## src/rtl/unibus_pkg.sv

```systemverilog
// Shared Unibus definitions: bus cycle C-codes and the DMA master state encoding.
package unibus_pkg;

  localparam logic [1:0] C_DATI  = 2'b00;
  localparam logic [1:0] C_DATIP = 2'b01;
  localparam logic [1:0] C_DATO  = 2'b10;
  localparam logic [1:0] C_DATOB = 2'b11;

  typedef enum logic [3:0] {
    S_IDLE,
    S_REQ,
    S_GRANT,
    S_WAITFREE,
    S_SETUP,
    S_WAITSSYN,
    S_LATCH,
    S_ENDCYC,
    S_HOLD,
    S_DONE
  } state_t;

  // DATIP is never issued by this master.
  function automatic logic [1:0] c_code(input logic write, input logic bsel);
    if (!write)     return C_DATI;
    else if (bsel)  return C_DATOB;
    else            return C_DATO;
  endfunction

endpackage

```

## src/rtl/unibus_dma_master.sv

```systemverilog
// Unibus NPR bus master: one NPR arbitration followed by a single DATI/DATO/DATOB cycle.
module unibus_dma_master
  import unibus_pkg::*;
#(
  parameter int DESKEW  = 15,
  parameter int HOLD    = 8,
  parameter int TIMEOUT = 1000
) (
  input  logic        CLOCK,
  input  logic        RESET,
  input  logic        req_start,
  input  logic        req_write,
  input  logic        req_byte,
  input  logic [17:0] req_addr,
  input  logic [15:0] req_wdata,
  output logic        req_busy,
  output logic        req_done,
  output logic        req_err,
  output logic [15:0] req_rdata,
  input  logic        npg_in_l,
  output logic        npg_out_l,
  input  logic        bbsy_in_l,
  input  logic        sack_in_l,
  input  logic        ssyn_in_l,
  input  logic        init_in_l,
  input  logic [15:0] d_in_l,
  output logic        npr_out_h,
  output logic        sack_out_h,
  output logic        bbsy_out_h,
  output logic        msyn_out_h,
  output logic [17:0] a_out_h,
  output logic [1:0]  c_out_h,
  output logic [15:0] d_out_h
);

  localparam logic [15:0] DESKEW_END  = 16'(DESKEW - 1);
  localparam logic [15:0] HOLD_END    = 16'(HOLD - 1);
  localparam logic [15:0] TIMEOUT_END = 16'(TIMEOUT - 1);

  state_t      st, st_nx;
  logic [15:0] cnt;
  logic [17:0] addr_q;
  logic [15:0] wdata_q;
  logic        write_q, byte_q, err_q;
  logic        free, abort;

  // SACK is only driven, never sensed, by this master.
  logic unused_sack;
  assign unused_sack = sack_in_l;

  assign free      = bbsy_in_l & ssyn_in_l & npg_in_l;
  assign abort     = !init_in_l && (st != S_IDLE) && (st != S_DONE);
  assign npg_out_l = npg_in_l | npr_out_h | sack_out_h;

  assign req_done  = (st == S_DONE);
  assign req_busy  = (st != S_IDLE) && (st != S_DONE);
  assign req_err   = req_done & err_q;

  always_comb begin
    st_nx = st;
    case (st)
      S_IDLE:     if (req_start) st_nx = S_REQ;
      S_REQ:      if (!npg_in_l) st_nx = S_GRANT;
      S_GRANT:    st_nx = S_WAITFREE;
      S_WAITFREE: if (free && cnt == DESKEW_END) st_nx = S_SETUP;
      S_SETUP:    if (cnt == DESKEW_END) st_nx = S_WAITSSYN;
      S_WAITSSYN: begin
        if (!ssyn_in_l)               st_nx = S_LATCH;
        else if (cnt == TIMEOUT_END)  st_nx = S_HOLD;
      end
      S_LATCH:    st_nx = S_ENDCYC;
      S_ENDCYC:   if (ssyn_in_l) st_nx = S_HOLD;
      S_HOLD:     if (cnt == HOLD_END) st_nx = S_DONE;
      S_DONE:     st_nx = S_IDLE;
      default:    st_nx = S_IDLE;
    endcase
    if (abort) st_nx = S_DONE;
  end

  always_ff @(posedge CLOCK) begin
    if (RESET) begin
      st         <= S_IDLE;
      cnt        <= '0;
      addr_q     <= '0;
      wdata_q    <= '0;
      write_q    <= 1'b0;
      byte_q     <= 1'b0;
      err_q      <= 1'b0;
      req_rdata  <= '0;
      npr_out_h  <= 1'b0;
      sack_out_h <= 1'b0;
      bbsy_out_h <= 1'b0;
      msyn_out_h <= 1'b0;
      a_out_h    <= '0;
      c_out_h    <= '0;
      d_out_h    <= '0;
    end else begin
      st <= st_nx;
      // Bus-free qualification restarts whenever any line is seen busy.
      if (st_nx != st || (st == S_WAITFREE && !free)) cnt <= '0;
      else                                             cnt <= cnt + 16'd1;

      if (abort) begin
        err_q      <= 1'b1;
        npr_out_h  <= 1'b0;
        sack_out_h <= 1'b0;
        bbsy_out_h <= 1'b0;
        msyn_out_h <= 1'b0;
        a_out_h    <= '0;
        c_out_h    <= '0;
        d_out_h    <= '0;
      end else begin
        case (st)
          S_IDLE: if (req_start) begin
            addr_q    <= req_addr;
            wdata_q   <= req_wdata;
            write_q   <= req_write;
            byte_q    <= req_byte;
            err_q     <= 1'b0;
            npr_out_h <= 1'b1;
          end
          S_REQ: if (!npg_in_l) begin
            npr_out_h  <= 1'b0;
            sack_out_h <= 1'b1;
          end
          S_WAITFREE: if (st_nx == S_SETUP) begin
            bbsy_out_h <= 1'b1;
            sack_out_h <= 1'b0;
            a_out_h    <= addr_q;
            c_out_h    <= c_code(write_q, byte_q);
            d_out_h    <= write_q ? wdata_q : 16'd0;
          end
          S_SETUP: if (st_nx == S_WAITSSYN) msyn_out_h <= 1'b1;
          S_WAITSSYN: if (st_nx == S_HOLD) begin
            msyn_out_h <= 1'b0;
            err_q      <= 1'b1;
          end
          // Data is taken one cycle after SSYN to give the slave's drivers a deskew slot.
          S_LATCH: begin
            msyn_out_h <= 1'b0;
            if (!write_q) req_rdata <= ~d_in_l;
          end
          S_HOLD: if (st_nx == S_DONE) begin
            bbsy_out_h <= 1'b0;
            a_out_h    <= '0;
            c_out_h    <= '0;
            d_out_h    <= '0;
          end
          default: ;
        endcase
      end
    end
  end

endmodule

```

## config.mk

```make
export PLATFORM = sky130hd
export DESIGN_NAME = unibus_dma_master
export DESIGN_NICKNAME = d
export VERILOG_FILES = /design/src/rtl/unibus_pkg.sv /design/src/rtl/unibus_dma_master.sv
export SDC_FILE = /design/constraint.sdc
export NUM_CORES = 1
export LEC_CHECK = 0
export CAP_MARGIN = 10
export CORE_UTILIZATION = 48
export CTS_CLUSTER_SIZE = 20
export DETAILED_ROUTE_END_ITERATION = 8
export MAX_ROUTING_LAYER = met4
export PLACE_DENSITY = 0.79
export SLEW_MARGIN = 25
export SYNTH_ARGS = -nofsm -noshare
export SYNTH_HDL_FRONTEND = slang
export SYNTH_SLANG_ARGS = --single-unit
```

## constraint.sdc

```tcl
create_clock -name CLOCK -period 3.8 [get_ports CLOCK]
set_clock_uncertainty 0.2 [all_clocks]
set_input_delay 0.76 -clock CLOCK [delete_from_list [all_inputs] [get_ports CLOCK]]
set_output_delay 0.76 -clock CLOCK [all_outputs]
set_load 0.03 [all_outputs]
```

Layout detail:
The bar under the picture is 5 µm long. Window x 39 to 59, y 59 to 79 µm. Cells in gray, sequential cells in the stronger gray; small squares are vias.
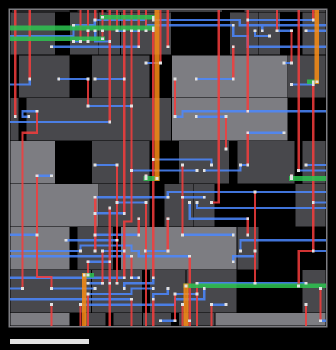
| color | layer |
|---|---|
| blue | metal 1 |
| orange | metal 4 |
| red | metal 2 |
| green | metal 3 |
netlist names of flops here include: `d_out_h` (3), `wdata_q` (2)
cells with their middle in the window: 27
most frequent: dfxtp_1 (5)
sequential cells in the window: 5

==> results.py <==
# Metrics from the implementation run
metrics = {
    "final_layout": {
        "finalCoreUtilization_pct": 71.7,
        "n_antenna_cell": 0,
        "stdcell_area_mm2": 0.00638,
        "buf_share_pct": 19.9,
        "finalNonFillerCells": 732,
        "inverters": 7,
        "largestRegisters": "a_out_h: 18 flops, addr_q: 18 flops",
        "n_all_buffers": 127,
        "ff_latch_area_mm2": 0.00226,
        "sh_seq_area_pct": 35.5,
        "syn2layout_area_growth_pct": 42.3,
        "nFillCells": 662,
        "lay_top_count": "clkdlybuf4s50_1",
        "nets": 673,
        "clock_buffer_count": 17,
        "comb_cells": 345,
    },
    "timing": {
        "finalClockPeriodUsage_pct": 91.3,
        "fmax_mhz": 288,
        "slew_headroom_pct": 48.2,
        "slew_violations": 0,
        "fin_ws_ns": 0.329,
        "min_period_ns": 3.47,
        "setup_tns_ns": 0,
        "whs_ns": 0.253,
        "setup_viol": 0,
        "tightest_slew_ns": 0.777,
    },
    "worst_setup_path": {
        "cp-start-kind": "flop",
        "rrSetupSlack_ns": 0.62,
        "r2r-start": "cnt[13]",
        "reg2reg_to": "d_out_h[6]",
        "crit_arrival_ns": 2.51,
        "r2r_cells": 7,
        "worst_setup_path_end_kind": "output pin",
    },
    "outcome": {
        "status": "finished clean",
    },
    "pwr": {
        "p_seq_share_pct": 37.3,
        "comb_power_w": 0.000515,
        "top_power_group": "clock",
        "netSwitchingPower_w": 0.000980,
        "clockPowerShare_pct": 48.0,
        "p_seq_w": 0.00131,
        "p_leak_nw": 2.29,
        "power_density_mw_per_mm2": 549,
        "p_int_w": 0.00252,
        "finalPower_w": 0.00350,
    },
    "placed_design": {
        "dp_hpwl_um": 7520,
        "routabilityCongestion": 0.881,
        "dp.cells": 700,
        "portBuffers": 118,
        "dpl-instance-area_mm2": 0.00574,
        "dp_slack_ns": 0.433,
    },
    "floorplan": {
        "initCoreUtil_pct": 50.4,
        "fp.dieH_um": 98.6,
        "ios": 120,
        "die_x_um": 98.6,
    },
    "routing": {
        "drt_pass1_iterations": 5,
        "route.met3.wl_um": 865,
        "dr_wl_met2_um": 5450,
        "wire_per_inst_um": 15.8,
        "drc_errors": 0,
        "route.final.wire_length_um": 11500,
    },
    "yosys": {
        "ys_seq_share_pct": 50.5,
        "ys_area_mm2": 0.00448,
        "yosysUniqueCellTypes": 51,
        "syn_avg_cell_area_um2": 8.98,
        "ff_type": "dfxtp_1",
        "synth_top_cell_by_count": "dfxtp_1",
        "synthesis.instances": 499,
        "fp_nets": 561,
        "async_flop_share_pct": 0,
        "common_cells": "dfxtp_1, nand2_1, a21oi_1",
    },
    "global_route": {
        "antenna_found_initial": 0,
        "grt_start_max_net_pins": 74,
        "grt_usage_pct": 25.0,
        "met1_usage_pct": 31.4,
        "grt_pass1_vias": 3785,
    },
    "clocking": {
        "clockBufferDepth": 2,
        "holdBufCountCts": 0,
        "cts_tree": "yes",
    },
    "hold_path": {
        "hold_path_depth": 2,
        "min_to": "addr_q[4]",
        "worstHoldStart": "addr_q[4]",
    },
    "flow_run": {
        "openroad.warnings": 28,
        "maxCapViolCount": 0,
    },
}
Clock wiring as the flow saved it:
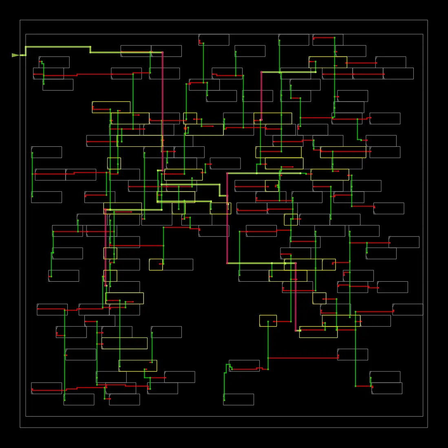
Clock Sinks: 113
Clk power: 0.00168 W
flop count: 113
CTS buffer count: 17
worst skew pair latency: 0.51 ns

## worst max-delay path, stage by stage, from the launching register on
cell and delay, ns:
dfxtp_1 0.79, nor2b_1 0.35, and3_1 0.20, clkdlybuf4s50_1 0.66
## worst max path at each step
stage / from / endpoint / slack (ns) / cells after the start
floorplan: cnt[13] / cnt[10] / 1.01 / 7
global placement: npg_in_l / cnt[15] / 0.13 / 7
detailed placement: npg_in_l / a_out_h[2] / 0.43 / 8
CTS: st[0] / req_err / 0.33 / 3
global route: st[0] / req_err / 0.20 / 3
finish: st[0] / req_err / 0.33 / 3
## cell families after synthesis
logic type | synth area share, %
and+or+nand+nor | 22.0
AOI/OAI and AO/OA | 19.1
DFF | 50.5
buffers and inverters | 4.13
xor gates and xnor gates | 3.32
adders and majority gates | 0.782
muxes | 0.223
Power is estimated from default activity; no workload was simulated.
